Design top, sky130hd; sources not shown.
Cell classes on the final placement:
Scale bar: 20 µm. Fill, decap, tap and diode cells in gray.
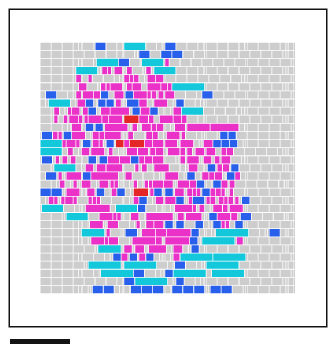
| color | class | cells |
|---|---|---|
| cyan | registers | 27 |
| blue | remaining buffers and delay cells | 83 |
| red | clock drivers and dummy loads | 4 |
| magenta | remaining logic cells | 219 |
post-route cell area: 3220 µm²
Seq area share: 0.206
row count: 31
core area: 7210 µm²
post-layout util: 0.446

Clock routing:
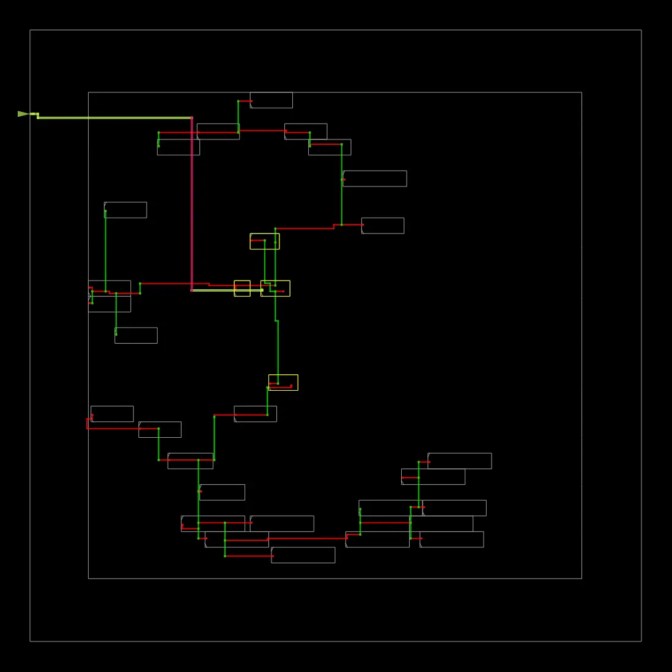
# clk buffers: 3
clk ins delay skew pair: 0.28 ns
flip-flops: 27
TritonCTS buffer count: 3
clock sink total: 27

Signal wires on met2:
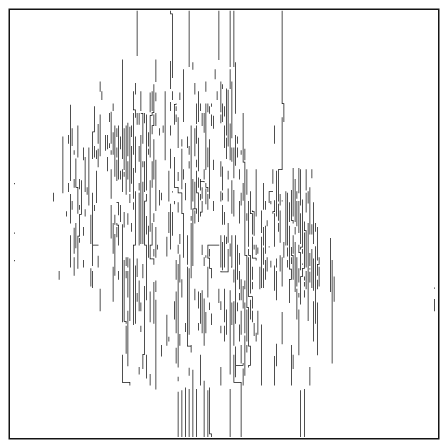
share of all routed wire: 50%
wire length on this layer: 3140 µm
nets with wire on the layer: 311
longest straight run: 26.9 µm
main direction: vertical
Post-Route WL: 6.23 mm
routed vias: 2239
met2 GRT Util: 0.184

==> reports/results.txt <==
Status - complete, but fails checks
Failing checks - setup timing
Critical Path Stages - 15
Die width - 106 µm
Nets at Floorplan - 288
Critical path peak fanout - 4
Antenna cells - 0
Synth Cell Area - 2220 µm²
Post-Place Cell Area - 2890 µm²
Max reg flops - 12
Die height - 106 µm
Fin crit period - 3.93 ns
Fill count - 732
Seq power - 431 µW
Average wire per standard cell - 14.4 µm
Hold Crit Class - reg -> reg
Switching part of the total - 0.422
Met3 global-route usage - 0.0145
Most crowded layer after global routing - met2
Wl on met1 - 2.84 mm
Cycle use final - 1.01
Seq pwr share - 0.209
Root Driver - clkbuf_8
Final worst slack - -0.0293 ns
Met3 routed WL - 209 µm
Vias per Instance - 5.18
Layout net count - 362
CP arrival - 4.14 ns
Drt pass-1 iters - 4
First-pass GRT wire length - 10.4 mm
Synth flops - 27
Max VDD drop - 0.440 mV
Comb. pwr - 1.47 mW
Highest-power group - combinational cells
Register share after synthesis - 0.298
Top-area cell share - 0.162
Vias in the first global route - 2244
Clk pwr share - 0.081
Critical path's top delay family - simple AND/OR/NAND/NOR gates
Resize count post-CTS - 30
Most frequent cells after synthesis - a21oi_1 (23), nand2_1 (23), nor2_1 (18)
Top cells excl fill/tap - buf_4 (52), clkdlybuf4s50_1 (28), nand2_1 (23)
Bufs w/o clock - 83
Logic area - 1640 µm²
RSZ-0062 raised after global routing - yes
Synth async-reset ratio - 0
EDFF count, synth - 12
Total of max-cap violations - 0
Pre-Place Util - 0.308
I/O pins - 29
# Taps - 99
TritonCTS clock tree - built
Data buffer area share - 0.219
Int Pwr - 1.19 mW
Synthesized area per cell - 8.54 µm²
Dominant register cell - dfxtp_1
Setup Skew - 0.00245 ns
Setup CP Type - reg -> reg
Leakage - 1.26 nW
Headroom to the max-slew limit - 0.507
Synthesis Warnings - 0
WP data required - 4.11 ns
P_clk - 167 µW
Critical path cell sequence - or2_0, mux4_2, or3_4, or3_4, a31oi_4, mux2i_1, o21ai_1, ha_2, nor3_2, nor2_2, a31oi_4, a21oi_2, o21ba_1, or4_1, a21oi_1
Total gr overflow - 0
Cell Type Count - 61
Pins Over Slew Limit - 0
Final setup vio count - 1
Area added between synthesis and finish - 45.1%
FF/Latch Area - 663 µm²
Inverter count - 12
Dominant kind of cell - multi-input combinational cells
Most frequent logic cell in the layout - buf_4
Sw Pwr - 871 µW
Remaining antenna violation count after routing - 0
Residual DRC - 0
Maximum root-to-sink buffer count - 2
CTS clk-pin slew, worst paths - 0.10 ns
Main area contributors - edfxtp_1 (16%), dfxtp_1 (14%), ha_1 (7.3%)
Hold_buf cts - 0
==> metrics by stage <==
step | setup WS [ns] | cells | setup TNS, ns | total power, mW | hold WS, ns
finish | -0.0293 | 432 | -0.0293 | 2.06 | 0.487
global route | -0.280 | 432 | -0.306 | 2.24 | 0.504
CTS | -0.0271 | 432 | -0.0271 | 2.03 | 0.489
detailed placement | -0.199 | 417 | -0.321 | 1.69 | 0.472
global placement | -0.163 | 417 | -0.211 | 1.67 | 0.466
floorplan | 0.00715 | 260 | 0 | 1.22 | 0.489
==> cells by family after synthesis <==
kind of cell | count (synthesis) | synth area share
muxes | 11 | 0.0614
DFF | 27 | 0.298
AOI/OAI and AO/OA | 77 | 0.234
adders and majority gates | 14 | 0.0823
and+or+nand+nor | 97 | 0.241
xor gates and xnor gates | 8 | 0.0316
buffers and inverters | 26 | 0.0524
Power is estimated from default activity; no workload was simulated.
